$ cat config.mk
export PLATFORM = sky130hd
export DESIGN_NAME = framebuf_scanout
export DESIGN_NICKNAME = d
export VERILOG_FILES = /design/src/rtl/framebuf_pkg.sv /design/src/rtl/led_shifter.sv /design/src/rtl/framebuf_scanout.sv
export SDC_FILE = /design/constraint.sdc
export NUM_CORES = 1
export LEC_CHECK = 0
export CELL_PAD_IN_SITES_DETAIL_PLACEMENT = 0
export CELL_PAD_IN_SITES_GLOBAL_PLACEMENT = 1
export CORE_ASPECT_RATIO = 0.9
export CORE_MARGIN = 2
export CORE_UTILIZATION = 41
export CTS_CLUSTER_SIZE = 8
export DETAILED_ROUTE_END_ITERATION = 16
export GPL_ROUTABILITY_DRIVEN = 0
export GPL_TIMING_DRIVEN = 0
export PLACE_DENSITY_LB_ADDON = 0.1
export SLEW_MARGIN = 20
export SYNTH_ARGS = -nofsm -noshare
export SYNTH_HDL_FRONTEND = slang
export SYNTH_SLANG_ARGS = --single-unit
$ cat constraint.sdc
create_clock -name clk_clk -period 2.8 [get_ports clk_clk]
set_input_delay 0.42 -clock clk_clk [delete_from_list [all_inputs] [get_ports clk_clk]]
set_output_delay 0.42 -clock clk_clk [all_outputs]
set_load 0.02 [all_outputs]
$ cat src/rtl/framebuf_pkg.sv
// rtl/framebuf_pkg.sv - shared FSM type, default geometry and word-offset helper for framebuf scan-out
package framebuf_pkg;

  localparam int FB_ADDR_W     = 13;
  localparam int FB_DATA_W     = 16;
  localparam int FB_BANK_WORDS = 4096;

  typedef enum logic [2:0] {
    ST_IDLE,
    ST_FETCH,
    ST_WAIT,
    ST_SHIFT,
    ST_LATCH
  } fb_state_e;

  function automatic int unsigned fb_word_offset(input int unsigned row,
                                                 input int unsigned col,
                                                 input int unsigned cols);
    return row * cols + col;
  endfunction

endpackage

$ cat src/rtl/led_shifter.sv
// rtl/led_shifter.sv - parallel-load MSB-first shifter with divided SCLK and load/done handshake
module led_shifter #(
  parameter int DATA_W  = 16,
  parameter int CLK_DIV = 2
) (
  input  logic              clk_i,
  input  logic              rst_ni,
  input  logic              load_i,
  input  logic [DATA_W-1:0] load_data_i,
  output logic              done_o,
  output logic              sdi_o,
  output logic              sclk_o
);

  localparam int BIT_W = $clog2(DATA_W);
  localparam int DIV_W = (CLK_DIV > 1) ? $clog2(CLK_DIV) : 1;
  localparam logic [DIV_W-1:0] DIV_LAST = DIV_W'(CLK_DIV - 1);
  localparam logic [BIT_W-1:0] BIT_LAST = BIT_W'(DATA_W - 1);

  logic [DATA_W-1:0] sreg_q;
  logic [BIT_W-1:0]  bit_q;
  logic [DIV_W-1:0]  div_q;
  logic              sclk_q;
  logic              active_q;
  logic              phase_end;

  assign phase_end = active_q && (div_q == DIV_LAST);
  // done marks the final high-phase cycle so the caller can move on without a dead cycle
  assign done_o    = phase_end && sclk_q && (bit_q == '0);
  assign sdi_o     = sreg_q[DATA_W-1];
  assign sclk_o    = sclk_q;

  always_ff @(posedge clk_i or negedge rst_ni) begin
    if (!rst_ni) begin
      sreg_q   <= '0;
      bit_q    <= '0;
      div_q    <= '0;
      sclk_q   <= 1'b0;
      active_q <= 1'b0;
    end else if (load_i) begin
      sreg_q   <= load_data_i;
      bit_q    <= BIT_LAST;
      div_q    <= '0;
      sclk_q   <= 1'b0;
      active_q <= 1'b1;
    end else if (active_q) begin
      if (phase_end) begin
        div_q  <= '0;
        sclk_q <= ~sclk_q;
        if (sclk_q) begin
          // data advances on the falling edge, giving a full low phase of setup
          sreg_q <= {sreg_q[DATA_W-2:0], 1'b0};
          if (bit_q == '0) begin
            active_q <= 1'b0;
          end else begin
            bit_q <= bit_q - 1'b1;
          end
        end
      end else begin
        div_q <= div_q + 1'b1;
      end
    end
  end

endmodule

$ cat src/rtl/framebuf_scanout.sv
// rtl/framebuf_scanout.sv - scans one FrameBuf bank row by row into the LED driver shift chain
module framebuf_scanout
  import framebuf_pkg::*;
#(
  parameter int ADDR_W  = FB_ADDR_W,
  parameter int DATA_W  = FB_DATA_W,
  parameter int COLS    = 32,
  parameter int ROWS    = 128,
  parameter int RD_LAT  = 1,
  parameter int CLK_DIV = 2,
  parameter int LATCH_W = 2
) (
  input  logic                     clk_clk,
  input  logic                     reset_reset_n,
  input  logic                     frame_start,
  input  logic                     bank_sel,
  output logic [ADDR_W-1:0]        mem_address,
  output logic                     mem_chipselect,
  output logic                     mem_clken,
  output logic                     mem_write,
  output logic [DATA_W/8-1:0]      mem_byteenable,
  input  logic [DATA_W-1:0]        mem_readdata,
  output logic                     led_sdi,
  output logic                     led_sclk,
  output logic                     led_latch,
  output logic [$clog2(ROWS)-1:0]  led_row,
  output logic                     busy,
  output logic                     frame_done,
  output logic                     underrun
);

  localparam int ROW_W = $clog2(ROWS);
  localparam int COL_W = (COLS > 1) ? $clog2(COLS) : 1;
  localparam int LAT_W = (LATCH_W > 1) ? $clog2(LATCH_W) : 1;
  localparam int unsigned BANK_WORDS = 2 ** (ADDR_W - 1);

  localparam logic [ROW_W-1:0] ROW_LAST  = ROW_W'(ROWS - 1);
  localparam logic [COL_W-1:0] COL_LAST  = COL_W'(COLS - 1);
  localparam logic [LAT_W-1:0] LAT_LAST  = LAT_W'(LATCH_W - 1);
  localparam logic             WAIT_LAST = 1'(RD_LAT - 1);

  if (ROWS * COLS > BANK_WORDS) begin : g_bad_geometry
    $error("framebuf_scanout: ROWS*COLS does not fit in one bank");
  end
  if (RD_LAT < 1 || RD_LAT > 2) begin : g_bad_rd_lat
    $error("framebuf_scanout: RD_LAT must be 1 or 2");
  end
  if (CLK_DIV < 1 || LATCH_W < 1) begin : g_bad_timing
    $error("framebuf_scanout: CLK_DIV and LATCH_W must be at least 1");
  end
  if (ADDR_W == FB_ADDR_W && BANK_WORDS != FB_BANK_WORDS) begin : g_bad_bank
    $error("framebuf_scanout: bank size disagrees with FrameBuf default");
  end

  function automatic logic [ADDR_W-1:0] word_addr(input logic             bank,
                                                  input logic [ROW_W-1:0] row,
                                                  input logic [COL_W-1:0] col);
    int unsigned base;
    base = bank ? BANK_WORDS : 32'd0;
    return ADDR_W'(base + fb_word_offset(32'(row), 32'(col), COLS));
  endfunction

  fb_state_e          state_q;
  logic               bank_q;
  logic [ROW_W-1:0]   row_q;
  logic [COL_W-1:0]   col_q;
  logic               wait_q;
  logic [LAT_W-1:0]   lat_q;
  logic [ADDR_W-1:0]  addr_q;
  logic               cs_q;
  logic               busy_q;
  logic               done_q;
  logic               underrun_q;
  logic               latch_q;
  logic [ROW_W-1:0]   led_row_q;

  logic [ROW_W-1:0]   row_d;
  logic [COL_W-1:0]   col_d;
  logic               shift_load;
  logic               shift_done;

  assign row_d      = row_q + 1'b1;
  assign col_d      = col_q + 1'b1;
  assign shift_load = (state_q == ST_WAIT) && (wait_q == WAIT_LAST);

  led_shifter #(
    .DATA_W  (DATA_W),
    .CLK_DIV (CLK_DIV)
  ) u_shifter (
    .clk_i       (clk_clk),
    .rst_ni      (reset_reset_n),
    .load_i      (shift_load),
    .load_data_i (mem_readdata),
    .done_o      (shift_done),
    .sdi_o       (led_sdi),
    .sclk_o      (led_sclk)
  );

  always_ff @(posedge clk_clk or negedge reset_reset_n) begin
    if (!reset_reset_n) begin
      state_q    <= ST_IDLE;
      bank_q     <= 1'b0;
      row_q      <= '0;
      col_q      <= '0;
      wait_q     <= 1'b0;
      lat_q      <= '0;
      addr_q     <= '0;
      cs_q       <= 1'b0;
      busy_q     <= 1'b0;
      done_q     <= 1'b0;
      underrun_q <= 1'b0;
      latch_q    <= 1'b0;
      led_row_q  <= '0;
    end else begin
      cs_q       <= 1'b0;
      done_q     <= 1'b0;
      underrun_q <= frame_start && (state_q != ST_IDLE);
      unique case (state_q)
        ST_IDLE: begin
          if (frame_start) begin
            bank_q  <= bank_sel;
            row_q   <= '0;
            col_q   <= '0;
            addr_q  <= word_addr(bank_sel, '0, '0);
            cs_q    <= 1'b1;
            busy_q  <= 1'b1;
            state_q <= ST_FETCH;
          end
        end
        ST_FETCH: begin
          wait_q  <= 1'b0;
          state_q <= ST_WAIT;
        end
        ST_WAIT: begin
          if (wait_q == WAIT_LAST) begin
            state_q <= ST_SHIFT;
          end else begin
            wait_q <= 1'b1;
          end
        end
        ST_SHIFT: begin
          if (shift_done) begin
            if (col_q != COL_LAST) begin
              col_q   <= col_d;
              addr_q  <= word_addr(bank_q, row_q, col_d);
              cs_q    <= 1'b1;
              state_q <= ST_FETCH;
            end else begin
              lat_q     <= '0;
              latch_q   <= 1'b1;
              led_row_q <= row_q;
              state_q   <= ST_LATCH;
            end
          end
        end
        ST_LATCH: begin
          if (lat_q == LAT_LAST) begin
            latch_q <= 1'b0;
            if (row_q != ROW_LAST) begin
              row_q   <= row_d;
              col_q   <= '0;
              addr_q  <= word_addr(bank_q, row_d, '0);
              cs_q    <= 1'b1;
              state_q <= ST_FETCH;
            end else begin
              busy_q  <= 1'b0;
              done_q  <= 1'b1;
              state_q <= ST_IDLE;
            end
          end else begin
            lat_q <= lat_q + 1'b1;
          end
        end
        default: state_q <= ST_IDLE;
      endcase
    end
  end

  assign mem_address    = addr_q;
  assign mem_chipselect = cs_q;
  assign mem_clken      = cs_q;
  assign mem_write      = 1'b0;
  assign mem_byteenable = '1;
  assign led_latch      = latch_q;
  assign led_row        = led_row_q;
  assign busy           = busy_q;
  assign frame_done     = done_q;
  assign underrun       = underrun_q;

endmodule

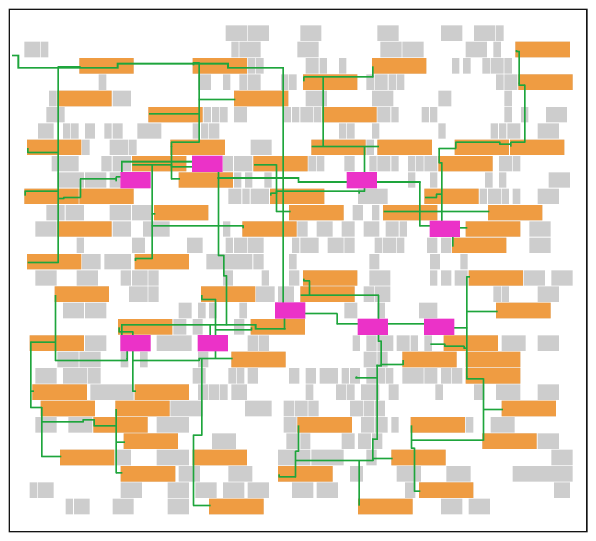
*Clock wires, drivers and flops*
(6 px per um)
[magenta] cells driving clock nets | count: 9
[orange] flip-flops | count: 66
[green] clock wires | length: 883 um
flops lie	all over the die
Insertion Delay late pin: 330 ps
Clock Power: 681 uW

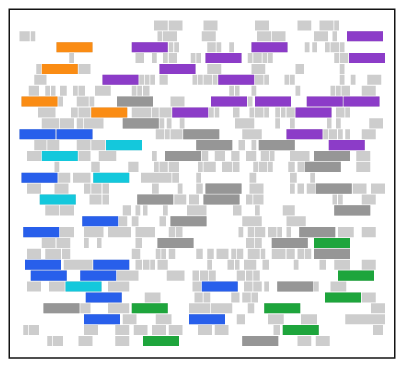
*Sequential cells grouped by signal name*
(4 px per um) Other sequential cells in the stronger grey, the rest of the logic in the fainter grey.
colour	name in the netlist	placed flops
cyan	col_q	5
orange	u_shifter.bit_q	4
blue	mem_address	13
purple	u_shifter.sreg_q	16
green	led_row	7
not coloured	21
P_seq: 959 uW
final core utilization: 52.4%

==> impl_metrics.toml <==
# flow metrics
[yosys]
synthTopCellsByCount = "66 x dfrtp_1, 56 x nand2_1, 25 x a31oi_1"
synthArstFlopShare_pct = 100
synth_top_cell_by_count = "dfrtp_1"
flop_cell = "dfrtp_1"
synth_cell_type_count = 49
ys_cells = 309
area_leaders = "dfrtp_1 53%, nand2_1 6.7%, a31oi_1 5.0%, mux2_2 3.2%, nor2_1 2.6%"
yosysTopAreaCellShare_pct = 52.9
syn_inst = 309
yosys-stat-area_um2 = 3120
syn_area_per_cell_um2 = 10.1
edf_count = 0
mux_area_share_pct = 6.29
syn_area_um2 = 3120
ys_ff = 66
xor_share_pct = 1.96

[sta]
whs_ps = 476
tns_ps = 0
worst_slack_ps = 285
min_period_over_period_pct = 89.8
fmax_ghz = 0.398
finalSetupViolCount = 0

[setup_path]
timing.critical_path.to = "mem_address[8]"
reg2reg_to = "mem_address[8]"
crit_slowest_cell = "nor4_4"
crit_arrival_ps = 2730
crit_start = "col_q[0]"
r2r_slack_ps = 280
reg2reg_depth = 8
critical_path.top_delay_family = "simple AND/OR/NAND/NOR gates"
r2r_start = "col_q[0]"

[run_status]
status = "finished clean"

[routing]
viasPerCell = 5.12
drt_first_pass_iters = 4
ant_nets = 0
route.vias.total = 2413
wirelength_um = 6730
drc = 0
drt_iter0_drc = 91

[power]
combPwrFrac_pct = 3.9
total_leakage_power_uw = 0.00178
seqPwrFrac_pct = 56.2
p_total_uw = 1710
netSwitchingPower_uw = 372
clkPwrFrac_pct = 39.9

[hold_path]
holdPathEnd = "bank_q"
min_from = "bank_q"

[cts]
htreeDepth = 3
numCtsBuffers = 9
cts_tree = "done"

[layout]
nNetsFinal = 395
areaGrowthSynthToFinish_pct = 25.4
final_cell_area_um2 = 3920

[flow_run]
openroad.warnings = 27
maxCapViolCount = 0

[floorplan]
initial_core_util_pct = 41.8
io_pins = 51

[grt]
grt_antenna_before_repair = 0
grt_max_degree = 46

[place]
io_buffers = 47
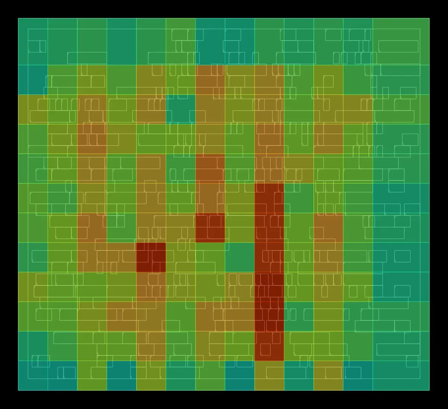
*Routing congestion*
Total GRT Usage: 18.0%
grt met3 use: 5.13%
grt met2 use: 24.7%

## power by group through the flow
stage | Clock [uW] | Combinational (uW) | Sequential, uW
2_1_floorplan | 0 | 10.1 | 979
3_3_place_gp | 0 | 63.1 | 978
3_5_place_dp | 0 | 67.9 | 977
4_1_cts | 716 | 69.4 | 959
5_1_grt | 746 | 74.6 | 959
6_report | 681 | 66.8 | 959
## per-layer routing
| layer | wire, um | vias to the layer above | track usage, % | part of all wire (%) |
|---|---|---|---|---|
| met3 | 311 | 5 | 5.13 | 4.6 |
| li1 | - | 1209 | - | - |
| met4 | 51 | 0 | 5.84 | 0.76 |
| met2 | 2850 | 48 | 24.7 | 42 |
| met5 | 0 | - | 0 | 0 |
| met1 | 3520 | 1151 | 27.2 | 52 |
## placed cells by master, fill, tap and decap left out, types with 2 or more instances in the layout
cell type        synthesis  routed
buf_4                    4       5
a21oi_1                 10      10
mux2_4                   5       5
o21a_1                   2       2
conb_1                   2       3
dfrtp_1                 66      66
buf_2                    5       5
a31oi_1                 25      25
xor2_1                   4       4
clkinv_2                 0       3
nor2_1                  22      22
mux2_2                   9       9
nand2_1                 56      56
xnor2_1                  3       3
clkbuf_8                 0      10
a41oi_1                  2       2
and3_1                   4       4
and2_1                   2       2
clkbuf_1                11      14
clkdlybuf4s50_1          0      46
a21o_2                   2       2
inv_1                    6       6
or4_1                    2       2
ha_1                     5       5
a22o_2                   4       4
o21ai_0                 12      12
nor3_1                   3       3
nand3_1                 15      15
nor3b_1                  2       2
mux2i_1                  2       2
nor4_1                   3       3
## final cells by class
cell class | count | area (um2)
buffer | 22 | 128
clock buffer | 13 | 149
clock inverter | 3 | 15.0
fill | 689 | 3550
inverter | 7 | 28.8
multi-input combinational | 215 | 1320
sequential | 66 | 1650
tap | 96 | 120
timing repair buffer | 49 | 505
Power is estimated from default activity; no workload was simulated.
